===== src/rtl/fp16_mul_seq.sv =====
// fp16_mul_seq: iterative binary16 multiplier, result = a * b.
// It uses a radix-2 shift-add mantissa multiply over 11 cycles, then one
// normalise/pack cycle. The latency is fixed and the result is truncated, not rounded.
// Ports:
//   clk, rst_n          clock (rising edge), asynchronous active-low reset
//   in_valid, in_ready  operand handshake (in_ready = idle)
//   a, b                binary16 operands, sampled at the accepting edge
//   out_valid, out_ready result handshake; result held under backpressure
//   result              binary16 product, stable while out_valid
//   busy                high while an operation is in flight or waiting
module fp16_mul_seq (
    input  logic        clk,
    input  logic        rst_n,
    input  logic        in_valid,
    output logic        in_ready,
    input  logic [15:0] a,
    input  logic [15:0] b,
    output logic        out_valid,
    input  logic        out_ready,
    output logic [15:0] result,
    output logic        busy
);

    typedef enum logic [1:0] {IDLE, MUL, NORM, DONE} state_t;

    state_t state, state_nxt;

    logic               sign;
    logic [21:0]        mcand;
    logic [10:0]        mplier;
    logic [21:0]        acc;
    logic [3:0]         cnt;
    logic [4:0]         eff_a, eff_b;
    logic               spec_flag;
    logic [15:0]        spec_val;

    logic               spec_flag_d;
    logic [15:0]        spec_val_d;
    logic               sign_d;

    logic signed [6:0]  exp0, e, sh, rsh;
    logic [4:0]         lz;
    logic [10:0]        sig;
    logic [15:0]        norm_res;

    // State register
    always_ff @(posedge clk or negedge rst_n) begin
        if (!rst_n) state <= IDLE;
        else        state <= state_nxt;
    end

    // Next-state logic
    always_comb begin
        state_nxt = state;
        case (state)
            IDLE:    if (in_valid) state_nxt = MUL;
            MUL:     if (cnt == 4'd0) state_nxt = NORM;
            NORM:    state_nxt = DONE;
            DONE:    if (out_ready) state_nxt = IDLE;
            default: state_nxt = IDLE;
        endcase
    end

    // Outputs
    always_comb begin
        in_ready  = (state == IDLE);
        out_valid = (state == DONE);
        busy      = (state != IDLE);
    end

    // Special-case operands are resolved at capture. The multiplier still runs
    // so that the latency does not depend on the operands.
    always_comb begin
        logic a_nan, b_nan, a_inf, b_inf, a_zero, b_zero;
        a_nan  = (a[14:10] == 5'h1F) && (a[9:0] != 10'h0);
        b_nan  = (b[14:10] == 5'h1F) && (b[9:0] != 10'h0);
        a_inf  = (a[14:10] == 5'h1F) && (a[9:0] == 10'h0);
        b_inf  = (b[14:10] == 5'h1F) && (b[9:0] == 10'h0);
        a_zero = (a[14:0] == 15'h0);
        b_zero = (b[14:0] == 15'h0);
        sign_d = a[15] ^ b[15];
        spec_flag_d = 1'b1;
        spec_val_d  = 16'h0000;
        if (a_nan || b_nan || (a_inf && b_zero) || (b_inf && a_zero))
            spec_val_d = 16'h7E00;
        else if (a_inf || b_inf)
            spec_val_d = {sign_d, 5'h1F, 10'h0};
        else if (a_zero || b_zero)
            spec_val_d = {sign_d, 15'h0};
        else
            spec_flag_d = 1'b0;
    end

    // Datapath
    always_ff @(posedge clk or negedge rst_n) begin
        if (!rst_n) begin
            sign      <= 1'b0;
            mcand     <= 22'h0;
            mplier    <= 11'h0;
            acc       <= 22'h0;
            cnt       <= 4'd0;
            eff_a     <= 5'd0;
            eff_b     <= 5'd0;
            spec_flag <= 1'b0;
            spec_val  <= 16'h0;
            result    <= 16'h0;
        end else begin
            case (state)
                IDLE: if (in_valid) begin
                    sign      <= sign_d;
                    mcand     <= {11'h0, (a[14:10] != 5'h0), a[9:0]};
                    mplier    <= {(b[14:10] != 5'h0), b[9:0]};
                    eff_a     <= (a[14:10] == 5'h0) ? 5'd1 : a[14:10];
                    eff_b     <= (b[14:10] == 5'h0) ? 5'd1 : b[14:10];
                    spec_flag <= spec_flag_d;
                    spec_val  <= spec_val_d;
                    acc       <= 22'h0;
                    cnt       <= 4'd10;
                end
                MUL: begin
                    if (mplier[0]) acc <= acc + mcand;
                    mcand  <= mcand << 1;
                    mplier <= mplier >> 1;
                    cnt    <= cnt - 4'd1;
                end
                NORM:    result <= spec_flag ? spec_val : norm_res;
                default: ;
            endcase
        end
    end

    // Normalise and pack. sig is the 11-bit significand {lead, frac} at
    // unbiased-plus-15 exponent e. A lead bit of 0 at e==1 is a denormal.
    always_comb begin
        exp0 = $signed({2'b00, eff_a}) + $signed({2'b00, eff_b}) - 7'sd15;
        lz = 5'd21;
        for (int i = 0; i <= 20; i++)
            if (acc[i]) lz = 5'(20 - i);
        sh  = 7'sd0;
        e   = exp0;
        sig = acc[20:10];
        if (acc[21]) begin
            sig = acc[21:11];
            e   = exp0 + 7'sd1;
        end else if (!acc[20] && (exp0 > 7'sd1)) begin
            // Denormal operand: normalise only as far as the exponent allows.
            sh  = ($signed({2'b00, lz}) < (exp0 - 7'sd1)) ? $signed({2'b00, lz})
                                                           : (exp0 - 7'sd1);
            sig = 11'((acc << sh) >> 10);
            e   = exp0 - sh;
        end
        rsh = 7'sd1 - e;
        if (e >= 7'sd31)
            norm_res = {sign, 5'h1F, 10'h0};
        else if (e <= 7'sd0) begin
            if (rsh >= 7'sd11) norm_res = {sign, 15'h0};
            else               norm_res = {sign, 5'h0, 10'(sig >> rsh[3:0])};
        end else
            norm_res = {sign, (sig[10] ? e[4:0] : 5'h0), sig[9:0]};
    end

endmodule


===== config.mk =====
export PLATFORM = sky130hd
export DESIGN_NAME = fp16_mul_seq
export DESIGN_NICKNAME = d
export VERILOG_FILES = /design/src/rtl/fp16_mul_seq.sv
export SDC_FILE = /design/constraint.sdc
export NUM_CORES = 1
export LEC_CHECK = 0
export CAP_MARGIN = 20
export CORE_ASPECT_RATIO = 0.5
export CORE_UTILIZATION = 61
export CTS_CLUSTER_SIZE = 12
export DETAILED_ROUTE_END_ITERATION = 12
export HOLD_SLACK_MARGIN = 0.1
export PLACE_DENSITY_LB_ADDON = 0.25
export REMOVE_ABC_BUFFERS = 1
export SLEW_MARGIN = 15
export SYNTH_ARGS = -nofsm -noshare
export SYNTH_HDL_FRONTEND = slang
export SYNTH_SLANG_ARGS = --single-unit

===== constraint.sdc =====
create_clock -name clk -period 10.7 [get_ports clk]
set_clock_uncertainty 0.15 [all_clocks]
set_input_delay 2.14 -clock clk [delete_from_list [all_inputs] [get_ports clk]]
set_output_delay 2.14 -clock clk [all_outputs]
set_load 0.01 [all_outputs]

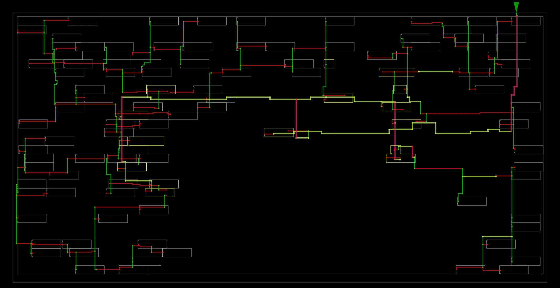
(images/final_clocks.png)
clk sinks: 92
flop count: 92
Late-Pin Clk Latency: 0.35 ns
clock buf count: 9

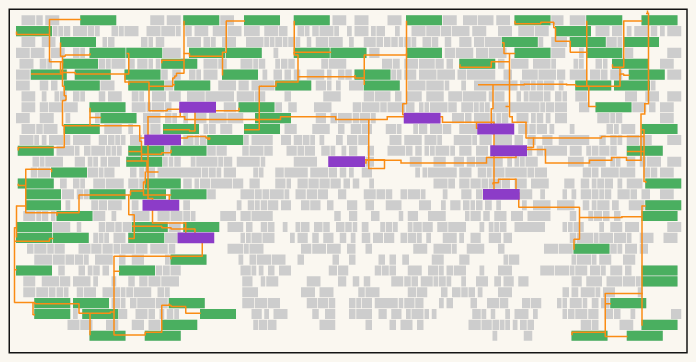
(images/clock_map.png)
Scale: 4 px per µm.
[orange] clock wires | length: 1360 µm
[purple] cells driving clock nets | count: 9
[green] flip-flops | count: 92
flops lie: widely spread
routed clock nets: 10

==> qor.yml <==
drc: 0
critPathMaxFanout: 17
setup_violations: 0
lay_top_count: "nand2_1"
firstDrtPassIters: 8
area_dominant_class: "logic gates"
antennaDiodeCount: 0
fmax_mhz: 109.1
inverters_excl_clock: 51
drt-total-wl_mm: 25.82
port_buffers: 54
crit_required_ns: 10.84
synth_warnings: 0
outcome: "completed"
antenna_found_initial: 0
critPathMaxStageDelay_ns: 0.67
max_slew_margin: 0.4217
die_area_um2: 14460
rsz0062_at_grt: "no"
ys.flops: 92
post-dp-hpwl_mm: 18.91
grt-ovfl-total: 0
top_area_cell: "dfrtp_1"
clock_area_frac: 0.03403
startpoint: "eff_a[1]$_DFFE_PN0P_"
path_delay_family: "adder cells"
met3WireLength_mm: 2.445
reg2reg_depth: 32
via_per_inst: 6.739
arrival_ns: 9.31
hold_viol: 0
reg2reg_slack_ns: 1.53
synth-edff-count: 0
ctsHtreeMaxLevel: 3
n_fill_cell: 1096
nWellTaps: 192
netlist_area_um2: 8511
ys_area_um2: 8511
met2WireLength_mm: 11.30
cap_violations: 0
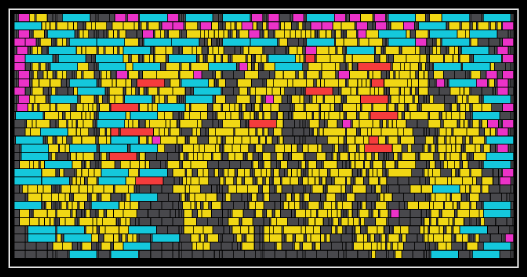
(images/cell_classes.png)
Scale: 3 px per µm. Fill, decap, tap and diode cells in grey.
| colour | class | cells | share of their area |
|---|---|---|---|
| red | clock drivers and dummy loads | 15 | 3.5% |
| cyan | flip-flops | 92 | 25% |
| magenta | other buffers and delay cells | 62 | 6.5% |
| yellow | all other logic | 884 | 65% |
core footprint: 13590 µm²
Site Rows: 30
final core utilization: 0.6955
flop share of the area: 0.2436
design area: 9450 µm²

